==> src/rtl/divider_sequencer_pkg.sv <==
// Shared definitions for the non-restoring divider sequencer: default operand
// width, FSM state encoding and the iteration-counter width helper.
package divider_sequencer_pkg;

    localparam int DIV_WIDTH = 8;

    typedef enum logic [1:0] {
        IDLE    = 2'd0,
        ITER    = 2'd1,
        CORRECT = 2'd2,
        FINISH  = 2'd3
    } state_e;

    // The counter must reach N itself, so it needs clog2(N+1) bits
    function automatic int countWidth(input int n);
        return $clog2(n + 1);
    endfunction

endpackage

==> src/rtl/divider_sequencer_cas_row.sv <==
// Controlled add/subtract row: o_sum = i_a + i_m when i_sub=0, i_a - i_m when i_sub=1.
// Built as a ripple chain of full_adder cells with the carry-in tied to the mode bit.
module full_adder (
    input  logic i_a,
    input  logic i_b,
    input  logic i_cin,
    output logic o_sum,
    output logic o_cout
);
    assign o_sum  = i_a ^ i_b ^ i_cin;
    assign o_cout = (i_a & i_b) | (i_cin & (i_a ^ i_b));
endmodule

module cas_row #(
    parameter int W = 9
) (
    input  logic [W-1:0] i_a,
    input  logic [W-1:0] i_m,
    input  logic         i_sub,
    output logic [W-1:0] o_sum
);
    logic [W-1:0] w_carry;
    logic [W-1:0] w_mx;

    assign w_carry[0] = i_sub;
    assign w_mx       = i_m ^ {W{i_sub}};

    for (genvar g = 0; g < W - 1; g++) begin : g_fa
        full_adder u_fa (
            .i_a   (i_a[g]),
            .i_b   (w_mx[g]),
            .i_cin (w_carry[g]),
            .o_sum (o_sum[g]),
            .o_cout(w_carry[g+1])
        );
    end

    // The sign bit's carry-out is never needed, so only its sum is formed
    assign o_sum[W-1] = i_a[W-1] ^ w_mx[W-1] ^ w_carry[W-1];

endmodule

==> src/rtl/divider_sequencer.sv <==
// Sequential unsigned N-bit non-restoring divider: N iterations, one remainder
// correction step and a finish step that registers the results and pulses done.
module divider_sequencer
    import divider_sequencer_pkg::*;
#(
    parameter int N = DIV_WIDTH
) (
    input  logic         clk,
    input  logic         rst,
    input  logic         start,
    input  logic [N-1:0] dividend,
    input  logic [N-1:0] divisor,
    output logic         busy,
    output logic         done,
    output logic         div_by_zero,
    output logic [N-1:0] quotient,
    output logic [N-1:0] remainder
);
    localparam int            CW        = countWidth(N);
    localparam logic [CW-1:0] LAST_ITER = CW'(N - 1);

    state_e        r_state;
    state_e        w_next;
    logic [N:0]    r_a;
    logic [N:0]    r_m;
    logic [N-1:0]  r_q;
    logic [CW-1:0] r_count;
    logic          r_dbzPend;
    logic          r_done;
    logic          r_dbz;
    logic [N-1:0]  r_quot;
    logic [N-1:0]  r_rem;
    logic          w_zeroDiv;
    logic [N:0]    w_opA;
    logic [N:0]    w_sum;
    logic          w_sub;

    assign w_zeroDiv = (divisor == '0);

    always_ff @(posedge clk) begin
        if (rst) r_state <= IDLE;
        else     r_state <= w_next;
    end

    // ITER feeds the shifted {A,Q} into the row; CORRECT reuses it in add mode
    always_comb begin
        w_next = r_state;
        busy   = (r_state != IDLE);
        w_opA  = r_a;
        w_sub  = 1'b0;
        case (r_state)
            IDLE: begin
                if (start) w_next = w_zeroDiv ? FINISH : ITER;
            end
            ITER: begin
                w_opA = {r_a[N-1:0], r_q[N-1]};
                w_sub = ~r_a[N];
                if (r_count == LAST_ITER) w_next = CORRECT;
            end
            CORRECT: w_next = FINISH;
            FINISH:  w_next = IDLE;
            default: w_next = IDLE;
        endcase
    end

    cas_row #(.W(N + 1)) u_cas (
        .i_a  (w_opA),
        .i_m  (r_m),
        .i_sub(w_sub),
        .o_sum(w_sum)
    );

    // Divide-by-zero preloads Q/A with the final values so FINISH handles both paths alike
    always_ff @(posedge clk) begin
        if (rst) begin
            r_a       <= '0;
            r_m       <= '0;
            r_q       <= '0;
            r_count   <= '0;
            r_dbzPend <= 1'b0;
        end else begin
            case (r_state)
                IDLE: begin
                    if (start) begin
                        r_count <= '0;
                        if (w_zeroDiv) begin
                            r_m       <= '0;
                            r_q       <= '1;
                            r_a       <= {1'b0, dividend};
                            r_dbzPend <= 1'b1;
                        end else begin
                            r_m       <= {1'b0, divisor};
                            r_q       <= dividend;
                            r_a       <= '0;
                            r_dbzPend <= 1'b0;
                        end
                    end
                end
                ITER: begin
                    r_a     <= w_sum;
                    r_q     <= {r_q[N-2:0], ~w_sum[N]};
                    r_count <= r_count + 1'b1;
                end
                CORRECT: begin
                    if (r_a[N]) r_a <= w_sum;
                end
                default: ;
            endcase
        end
    end

    always_ff @(posedge clk) begin
        if (rst) begin
            r_done <= 1'b0;
            r_dbz  <= 1'b0;
            r_quot <= '0;
            r_rem  <= '0;
        end else begin
            r_done <= (r_state == FINISH);
            if (r_state == FINISH) begin
                r_quot <= r_q;
                r_rem  <= r_a[N-1:0];
                r_dbz  <= r_dbzPend;
            end
        end
    end

    assign done        = r_done;
    assign div_by_zero = r_dbz;
    assign quotient    = r_quot;
    assign remainder   = r_rem;

endmodule

==> config.mk <==
export PLATFORM = sky130hd
export DESIGN_NAME = divider_sequencer
export DESIGN_NICKNAME = d
export VERILOG_FILES = /design/src/rtl/divider_sequencer_pkg.sv /design/src/rtl/divider_sequencer_cas_row.sv /design/src/rtl/divider_sequencer.sv
export SDC_FILE = /design/constraint.sdc
export NUM_CORES = 1
export LEC_CHECK = 0
export CAP_MARGIN = 30
export CORE_MARGIN = 10
export CORE_UTILIZATION = 35
export CTS_BUF_LIST = sky130_fd_sc_hd__clkbuf_8
export DETAILED_ROUTE_END_ITERATION = 6
export SLEW_MARGIN = 0
export SYNTH_ARGS = -nofsm -noshare
export SYNTH_HDL_FRONTEND = slang
export SYNTH_SLANG_ARGS = --single-unit
==> constraint.sdc <==
create_clock -name clk -period 4.5 [get_ports clk]
set_input_delay 0.9 -clock clk [delete_from_list [all_inputs] [get_ports clk]]
set_output_delay 0.9 -clock clk [all_outputs]
set_load 0.01 [all_outputs]
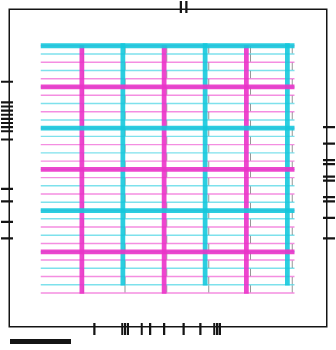
run_1/pdn.png
Scale bar: 20 um. Pins as bars on the die edge. Tap cells in gray.
[magenta] VSS
[cyan] VDD
rows: 30
signal pins: 38
met5 straps: 6
tap cells: 96
met4 straps: 6
x dimension of the die: 104 um
core area: 6830 um^2

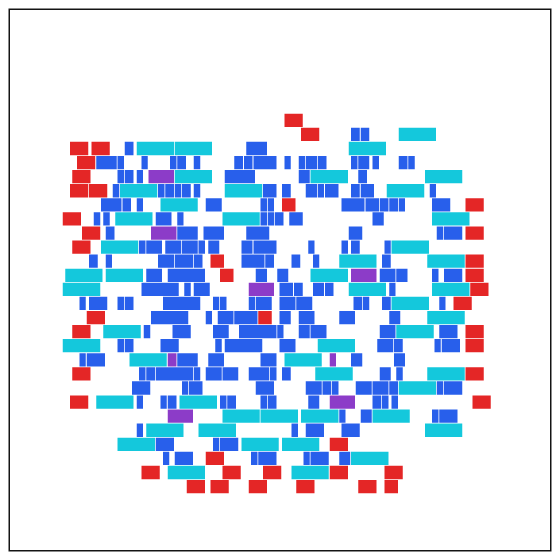
run_1/cell_classes.png
[purple] clock drivers and dummy loads | cells: 8 | share of their area: 3.1%
[red] other buffers and delay cells | cells: 42 | share of their area: 14%
[cyan] flip-flops | cells: 50 | share of their area: 34%
[blue] all other logic | cells: 209 | share of their area: 48%
fraction of area in registers: 33.0%
Final Util: 44.4%

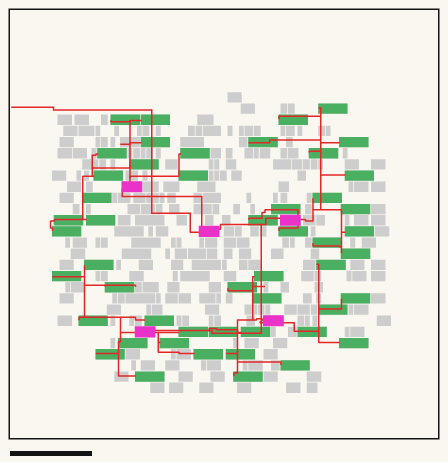
run_1/clock_map.png
Scale bar: 20 um.
[magenta] cells driving clock nets | count: 5
[green] flip-flops | count: 50
[red] clock wires | length: 623 um
routed clock nets: 6
part of the total power dissipated in the clock network: 16.3%
power drawn by the clock network: 0.000267 W
worst clock skew on the final layout: 0.00664 ns

-- run 1: Yosys cell counts (all sizes together) (5+ instances only) --
master  instances
o311ai          7
ha              5
a21oi          23
inv            11
mux2i          21
nor2           32
fa              7
clkbuf         14
nand2          30
xnor2           7
nor2b           7
a221oi          7
nor3           12
dfxtp          50
nand2b          7
-- run 1: cell usage in the layout, fill, tap and decap left out, drive strengths merged, types with 3 or more instances in the layout --
cell type      count
a211oi             4
a21oi             23
a221oi             7
buf                5
clkbuf             6
clkdlybuf4s50     37
dfxtp             50
fa                 7
ha                 5
inv               12
mux2               4
mux2i             21
nand2             30
nand2b             7
nor2              32
nor2b              7
nor3              12
o21ai              4
o311ai             7
xnor2              7
xor2               3
-- run 1: registers in the layout (all words and copies together) (netlist names) --
signal       flops
r_q              8
done             1
r_a              9
remainder        8
r_m              8
div_by_zero      1
r_count          4
quotient         8
r_state          2
r_dbzPend        1
-- run 1: area by class of cell --
class / instances / area, um^2 / area share (%)
Sequential cell: 50 / 1000 / 33.0
Timing Repair Buffer: 42 / 408 / 13.4
Clock buffer: 6 / 82.6 / 2.72
Inverter: 11 / 41.3 / 1.36
Tap cell: 96 / 120 / 3.96
Multi-Input combinational cell: 198 / 1370 / 45.2
Clock inverter: 2 / 8.76 / 0.289
-- run 1: per-layer routing --
metal  part of all wire (%)  vias to the layer above
met5                      0                        -
met1                     49                      935
li1                       -                     1013
met4                    1.4                        0
met3                    6.1                        9
met2                     43                       46
-- run 1: through the flow --
step / cells / setup WS (ns)
finish: 405 / 0.471
global route: 405 / 0.193
CTS: 405 / 0.453
detailed placement: 397 / 0.462
global placement: 397 / 0.611
floorplan: 277 / 0.236
==> impl_results.html, run 1 <==
<h2>Synthesis and place &amp; route</h2>
<table>
<tr><th>Metric</th><th>Value</th></tr>
<tr><th colspan="2">Cells and area</th></tr>
<tr><td>Number of antenna cells inserted</td><td>0</td></tr>
<tr><td>Post-Layout Inst Area</td><td>3030 um^2</td></tr>
<tr><td>Layout net count</td><td>339</td></tr>
<tr><td>Final-layout fill cell count</td><td>709</td></tr>
<tr><td>Layout overhead on the synthesized area</td><td>22.1%</td></tr>
<tr><th colspan="2">Synthesis</th></tr>
<tr><td>Area share of fa/ha/maj cells after synthesis</td><td>8.16%</td></tr>
<tr><td>Post-synthesis share of cell area spent on and-or and or-and gates</td><td>13.6%</td></tr>
<tr><td>Synth async-reset ratio</td><td>0%</td></tr>
<tr><td>Top cells by area, synth</td><td>sky130_fd_sc_hd__dfxtp_1, sky130_fd_sc_hd__mux2i_1, sky130_fd_sc_hd__fa_1</td></tr>
<tr><td>Yosys top cell area share</td><td>40.3%</td></tr>
<tr><td>Post-synthesis chip area from yosys</td><td>2480 um^2</td></tr>
<tr><td>Syn nets</td><td>308</td></tr>
<tr><td>Simple-gate area share of the yosys netlist</td><td>19.6%</td></tr>
<tr><td>Synth flops</td><td>50</td></tr>
<tr><td>Proportion of synthesized chip area in sequential cells</td><td>40.3%</td></tr>
<tr><td>Syn Area/Cell</td><td>8.97 um^2</td></tr>
<tr><td>Post-Synthesis Cells</td><td>277</td></tr>
<tr><td>Number of warnings reported in the yosys synthesis log</td><td>0</td></tr>
<tr><td>Largest non-sequential cell family by area</td><td>simple AND/OR/NAND/NOR gates</td></tr>
<tr><td>Cell taking the most area after synthesis</td><td>sky130_fd_sc_hd__dfxtp_1</td></tr>
<tr><td>XOR/XNOR Area Share</td><td>3.52%</td></tr>
<tr><th colspan="2">Worst setup path</th></tr>
<tr><td>Maximum single-stage delay on the critical path</td><td>0.42 ns</td></tr>
<tr><td>Cell type group with the largest total delay on the critical path</td><td>adder cells</td></tr>
<tr><td>Setup slack of the worst register-to-register path</td><td>0.47 ns</td></tr>
<tr><td>Category of the critical setup timing path</td><td>register to register</td></tr>
<tr><td>Data required time at the worst endpoint</td><td>4.72 ns</td></tr>
<tr><td>Most frequent CP cell</td><td>sky130_fd_sc_hd__fa_1</td></tr>
<tr><td>Critical R2R Capture</td><td>r_q[0]</td></tr>
<tr><td>Cell breakdown of the critical path</td><td>inv_1 -&gt; ha_1 -&gt; mux2_2 -&gt; nand2_1 -&gt; o21ai_0 -&gt; fa_1 -&gt; inv_1 -&gt; fa_1 -&gt; fa_1 -&gt; fa_1 -&gt; inv_1 -&gt; fa_1 -&gt; fa_1 -&gt; inv_1 -&gt; fa_1 -&gt; xnor2_1 -&gt; xnor2_1 -&gt; a311oi_1</td></tr>
<tr><td>Signal arrival time at the worst endpoint</td><td>4.25 ns</td></tr>
<tr><td>Origin of the critical flop-to-flop path</td><td>r_state[1]</td></tr>
<tr><td>Capturing element of the worst setup path</td><td>r_q[0]</td></tr>
<tr><td>Sort of element at the start of the critical path</td><td>register</td></tr>
<tr><td>Number of cells on the critical path</td><td>18</td></tr>
<tr><td>Critical Path Start</td><td>r_state[1]</td></tr>
<tr><td>CP max FO</td><td>4</td></tr>
<tr><th colspan="2">Hold path</th></tr>
<tr><td>Endpoint with the worst hold slack</td><td>r_dbzPend</td></tr>
<tr><td>Hold crit path type</td><td>register to register</td></tr>
<tr><td>Cell count of the worst hold path</td><td>2</td></tr>
<tr><td>Hold_sp</td><td>r_dbzPend</td></tr>
<tr><th colspan="2">Final timing</th></tr>
<tr><td>Actual slew at the worst max-slew pin</td><td>0.848 ns</td></tr>
<tr><td>Headroom to the max-slew limit</td><td>43.5%</td></tr>
<tr><td>Final hold vios</td><td>0</td></tr>
<tr><td>Setup repair after global routing missed its margin</td><td>false</td></tr>
<tr><td>Shortest period the worst path allows</td><td>4.03 ns</td></tr>
<tr><td>Highest attainable clock frequency</td><td>0.248 GHz</td></tr>
<tr><td>Count of final setup violators</td><td>0</td></tr>
<tr><td>Part of the cycle the worst path needs</td><td>89.5%</td></tr>
<tr><td>Min Hold Slack</td><td>0.469 ns</td></tr>
<tr><td>Final-report max-slew violation count</td><td>0</td></tr>
<tr><th colspan="2">Global route</th></tr>
<tr><td>Met1 track demand over resource in global routing</td><td>13.7%</td></tr>
<tr><td>Via count of the first global-routing pass</td><td>1974</td></tr>
<tr><td>M3 GR Usage</td><td>4.52%</td></tr>
<tr><td>Total global routing overflow</td><td>0</td></tr>
<tr><td>Antenna violations before repair</td><td>0</td></tr>
<tr><td>Wire length of the first global-routing pass</td><td>9720 um</td></tr>
<tr><td>Maximum number of pins on one net before global-route repair</td><td>51</td></tr>
<tr><td>Most heavily used metal layer in global routing</td><td>met2</td></tr>
<tr><th colspan="2">Detailed routing</th></tr>
<tr><td>Drt via density</td><td>4.95</td></tr>
<tr><td>Vias</td><td>2003</td></tr>
<tr><td>Antenna Nets Post-Route</td><td>0</td></tr>
<tr><td>WL/cell</td><td>14.2 um</td></tr>
<tr><td>Initial DRC count</td><td>93</td></tr>
<tr><td>DR DRC count</td><td>0</td></tr>
<tr><th colspan="2">Power</th></tr>
<tr><td>Portion of total power attributed to combinational logic</td><td>44.5%</td></tr>
<tr><td>Flop+latch power</td><td>0.000641 W</td></tr>
<tr><td>Leakage Power</td><td>1.08 nW</td></tr>
<tr><td>Switching share of power</td><td>39.2%</td></tr>
<tr><td>Pwr Total</td><td>0.00164 W</td></tr>
<tr><td>Internal portion of total power</td><td>0.000994 W</td></tr>
<tr><td>Power density normalized to cell area</td><td>539 nW/um^2</td></tr>
<tr><td>Fraction of power consumed by sequential logic</td><td>39.2%</td></tr>
<tr><th colspan="2">Clock network</th></tr>
<tr><td>Longest Clk Path Bufs</td><td>2</td></tr>
<tr><td>Deepest level of the CTS H-tree</td><td>2</td></tr>
<tr><td>Post-cts sizing count</td><td>0</td></tr>
<tr><td>Clk ins delay skew pair</td><td>0.31 ns</td></tr>
<tr><td>Buffer count from post-CTS setup fixing</td><td>0</td></tr>
<tr><td>Total clock sinks</td><td>50</td></tr>
<tr><td>CTS tree</td><td>yes</td></tr>
<tr><td>Hold buffers post-CTS</td><td>0</td></tr>
<tr><th colspan="2">Floorplanning</th></tr>
<tr><td>Overall chip area</td><td>10900 um^2</td></tr>
<tr><td>Count of pins on the block boundary</td><td>38</td></tr>
<tr><td>Initial standard-cell utilization of the core</td><td>36.4%</td></tr>
<tr><th colspan="2">Outcome</th></tr>
<tr><td>Outcome</td><td>completed</td></tr>
<tr><th colspan="2">Job</th></tr>
<tr><td>Max-cap violations</td><td>0</td></tr>
<tr><td>Number of warning messages in the logs</td><td>29</td></tr>
<tr><th colspan="2">Placement</th></tr>
<tr><td>Gpl congestion</td><td>0.852</td></tr>
<tr><td>Placed instance area</td><td>2940 um^2</td></tr>
<tr><td>Number of port buffers</td><td>37</td></tr>
</table>
==> run 1 -> run 2 <==
--- a/config.mk
+++ b/config.mk
@@ -10,6 +10,7 @@
 export CORE_UTILIZATION = 35
 export CTS_BUF_LIST = sky130_fd_sc_hd__clkbuf_8
 export DETAILED_ROUTE_END_ITERATION = 6
+export GPL_TIMING_DRIVEN = 0
 export SLEW_MARGIN = 0
 export SYNTH_ARGS = -nofsm -noshare
 export SYNTH_HDL_FRONTEND = slang
==> run 2 against run 1 <==
  * Via count grew 2.2%
  * Cell count grew 2.5%
  * Combinational power grew 2%
  * Hold slack gained 0.0048 ns
  * Total power grew 1.6%
  * Utilization grew 0.60 points
  * Synthesized cell count is the same
  * Sequential power grew 0.6%
  * Worst setup slack lost 0.12 ns
  * Global-route usage grew 0.84 points
  * First-iteration DRC count grew 16%
  * Largest power group unchanged
==> impl_results.html, run 2 <==
<h2>Synthesis and place &amp; route</h2>
<table>
<tr><th>Metric</th><th>Value</th></tr>
<tr><th colspan="2">Synthesis</th></tr>
<tr><td>Largest non-sequential cell family by area</td><td>simple AND/OR/NAND/NOR gates</td></tr>
<tr><td>XOR/XNOR Area Share</td><td>3.52% (unchanged)</td></tr>
<tr><td>Synth flops</td><td>50 (unchanged)</td></tr>
<tr><td>Library cell with the highest instance count after synthesis</td><td>sky130_fd_sc_hd__dfxtp_1</td></tr>
<tr><td>Top cells by area, synth</td><td>sky130_fd_sc_hd__dfxtp_1, sky130_fd_sc_hd__mux2i_1, sky130_fd_sc_hd__fa_1</td></tr>
<tr><td>Number of warnings reported in the yosys synthesis log</td><td>0 (unchanged)</td></tr>
<tr><td>Post-synthesis chip area from yosys</td><td>2480 um^2 (unchanged)</td></tr>
<tr><th colspan="2">Worst setup path</th></tr>
<tr><td>Origin of the critical flop-to-flop path</td><td>r_state[0]</td></tr>
<tr><td>CP max FO</td><td>9 (+5)</td></tr>
<tr><td>Maximum single-stage delay on the critical path</td><td>0.44 ns (+0.02 ns)</td></tr>
<tr><td>Cell type group with the largest total delay on the critical path</td><td>adder cells</td></tr>
<tr><td>Number of cells on the critical path</td><td>17 (-1)</td></tr>
<tr><td>Signal arrival time at the worst endpoint</td><td>4.37 ns (+0.12 ns)</td></tr>
<tr><td>Cell breakdown of the critical path</td><td>ha_4 -&gt; nor2b_1 -&gt; buf_2 -&gt; xor2_1 -&gt; fa_1 -&gt; inv_1 -&gt; fa_1 -&gt; fa_1 -&gt; fa_1 -&gt; inv_1 -&gt; fa_1 -&gt; fa_1 -&gt; inv_1 -&gt; fa_1 -&gt; xnor2_1 -&gt; xnor2_1 -&gt; a311oi_1</td></tr>
<tr><td>Critical Path Start</td><td>r_state[0]</td></tr>
<tr><th colspan="2">Detailed routing</th></tr>
<tr><td>Top routing layer in use</td><td>met4</td></tr>
<tr><td>Metal-1 WL</td><td>2970 um (+5.2%)</td></tr>
<tr><td>Drt via density</td><td>4.93 (-0.22%)</td></tr>
<tr><td>DR DRC count</td><td>0 (unchanged)</td></tr>
<tr><td>Antenna Nets Post-Route</td><td>0 (unchanged)</td></tr>
<tr><td>Metal3 WL</td><td>383 um (+9.1%)</td></tr>
<tr><td>Initial DRC count</td><td>108 (+16%)</td></tr>
<tr><th colspan="2">Final timing</th></tr>
<tr><td>Final-report max-slew violation count</td><td>0 (unchanged)</td></tr>
<tr><td>Highest attainable clock frequency</td><td>0.241 GHz (-2.9%)</td></tr>
<tr><td>Headroom to the max-slew limit</td><td>52.0% (+8.5 points)</td></tr>
<tr><td>Shortest period the worst path allows</td><td>4.15 ns (+0.122 ns)</td></tr>
<tr><td>Part of the cycle the worst path needs</td><td>92.2% (+2.7 points)</td></tr>
<tr><th colspan="2">Clock network</th></tr>
<tr><td>Longest Clk Path Bufs</td><td>2 (unchanged)</td></tr>
<tr><td>Clk ins delay skew pair</td><td>0.31 ns (about the same)</td></tr>
<tr><td>Buffer count from post-CTS setup fixing</td><td>0 (unchanged)</td></tr>
<tr><td>Post-cts sizing count</td><td>3 (+3)</td></tr>
<tr><th colspan="2">Global route</th></tr>
<tr><td>Antenna violations before repair</td><td>0 (unchanged)</td></tr>
<tr><td>Met1 track demand over resource in global routing</td><td>15.5% (+1.9 points)</td></tr>
<tr><td>Most heavily used metal layer in global routing</td><td>met2</td></tr>
<tr><td>Wire length of the first global-routing pass</td><td>10600 um (+8.5%)</td></tr>
<tr><th colspan="2">Floorplanning</th></tr>
<tr><td>Overall chip area</td><td>10900 um^2 (unchanged)</td></tr>
<tr><th colspan="2">Cells and area</th></tr>
<tr><td>Top cell excl fill/tap</td><td>sky130_fd_sc_hd__dfxtp_1</td></tr>
<tr><td>Largest reg by FF count</td><td>r_a</td></tr>
<tr><td>Final instance count without filler cells</td><td>415 (+2.5%)</td></tr>
<tr><td>Final-layout fill cell count</td><td>705 (-0.56%)</td></tr>
<tr><td>Most frequent logic cells in the routed design</td><td>sky130_fd_sc_hd__dfxtp_1, sky130_fd_sc_hd__clkdlybuf4s50_1, sky130_fd_sc_hd__nor2_1, sky130_fd_sc_hd__nand2_1, sky130_fd_sc_hd__a21oi_1</td></tr>
<tr><td>Layout net count</td><td>349 (+2.9%)</td></tr>
<tr><th colspan="2">Power</th></tr>
<tr><td>Portion of total power attributed to combinational logic</td><td>44.7% (+0.2 points)</td></tr>
<tr><td>Fraction of power consumed by sequential logic</td><td>38.8% (-0.4 points)</td></tr>
<tr><th colspan="2">Job</th></tr>
<tr><td>Max-cap violations</td><td>0 (unchanged)</td></tr>
<tr><th colspan="2">Placement</th></tr>
<tr><td>Pre-CTS WS</td><td>-0.365 ns (-0.827 ns)</td></tr>
<tr><td>Gpl congestion</td><td>0.846 (-0.68%)</td></tr>
<tr><td>Placed instance area</td><td>2970 um^2 (+0.81%)</td></tr>
<tr><th colspan="2">Hold path</th></tr>
<tr><td>Endpoint with the worst hold slack</td><td>r_dbzPend</td></tr>
<tr><th colspan="2">Outcome</th></tr>
<tr><td>Outcome</td><td>completed</td></tr>
</table>
## run 2: cell types whose count changed in the layout (fill, tap and decap cells not counted)
cell                              before  now
sky130_fd_sc_hd__inv_1                12   11
sky130_fd_sc_hd__ha_1                  5    4
sky130_fd_sc_hd__ha_4                  0    1
sky130_fd_sc_hd__clkdlybuf4s50_1      37   36
sky130_fd_sc_hd__buf_1                 0    1
sky130_fd_sc_hd__clkbuf_1              0   10
sky130_fd_sc_hd__clkinvlp_4            0    1
sky130_fd_sc_hd__buf_4                 5    0
sky130_fd_sc_hd__buf_2                 0    3
sky130_fd_sc_hd__clkbuf_2              0    1
sky130_fd_sc_hd__buf_6                 0    1
## run 2: power groups by stage
| stage | Sequential [W] | Combinational [W] | Clock [W] |
|---|---|---|---|
| floorplan | 0.000623 | 0.000560 | 0 |
| global placement | 0.000651 | 0.000728 | 0 |
| detailed placement | 0.000653 | 0.000739 | 0 |
| CTS | 0.000643 | 0.000743 | 0.000285 |
| global route | 0.000663 | 0.000847 | 0.000306 |
| finish | 0.000645 | 0.000743 | 0.000273 |
## run 2: tightest hold or removal path: cells and delay by family (launching register included)
family	cells	cell delay, ns
compound gates	1	0.05
simple gates	1	0.05
flops	1	0.33
## run 2: kinds of logic (layout without fill, tap and decap cells)
family	after synthesis	count (layout)
buf+inv	29	71
simple gates	100	100
fa+ha+maj	12	12
mux	25	25
xor+xnor	10	10
flops	50	50
compound gates	51	51
## run 2: final cells by class
class / count / area, um^2 / share of cell area (%)
Inverter: 11 / 41.3 / 1.34
Buffer: 16 / 72.6 / 2.36
Clock buffer: 6 / 82.6 / 2.69
Tap cell: 96 / 120 / 3.91
Multi-Input combinational cell: 198 / 1380 / 45.0
Sequential cell: 50 / 1000 / 32.6
Clock inverter: 2 / 12.5 / 0.407
Timing Repair Buffer: 36 / 360 / 11.7
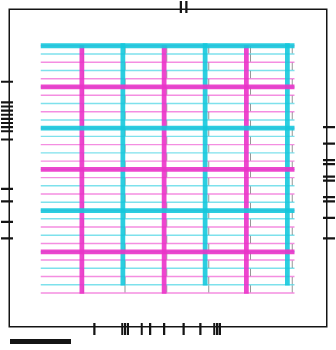
run_2/pdn.png
Scale bar: 20 um. Pins as bars on the die edge. Tap cells in gray.
[cyan] VDD
[magenta] VSS
tap cells: 96
rows: 30
met1 rails: 31
met4 straps: 6
height of the chip: 104 um
maximum resistive drop on vdd: 0.238 mV

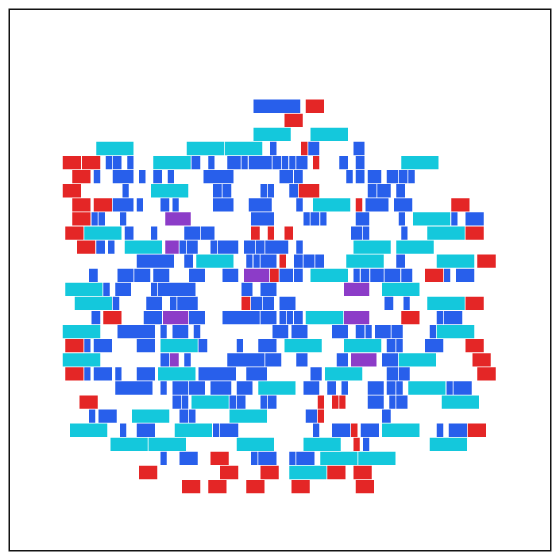
run_2/cell_classes.png
[blue] all other logic | cells: 209 | share of their area: 48%
[cyan] flip-flops | cells: 50 | share of their area: 34%
[purple] clock drivers and dummy loads | cells: 8 | share of their area: 3.2%
[red] other buffers and delay cells | cells: 52 | share of their area: 15%
number of core rows: 30
Final Util: 45.0%
fraction of area in registers: 32.6%

Power is estimated from default activity; no workload was simulated.
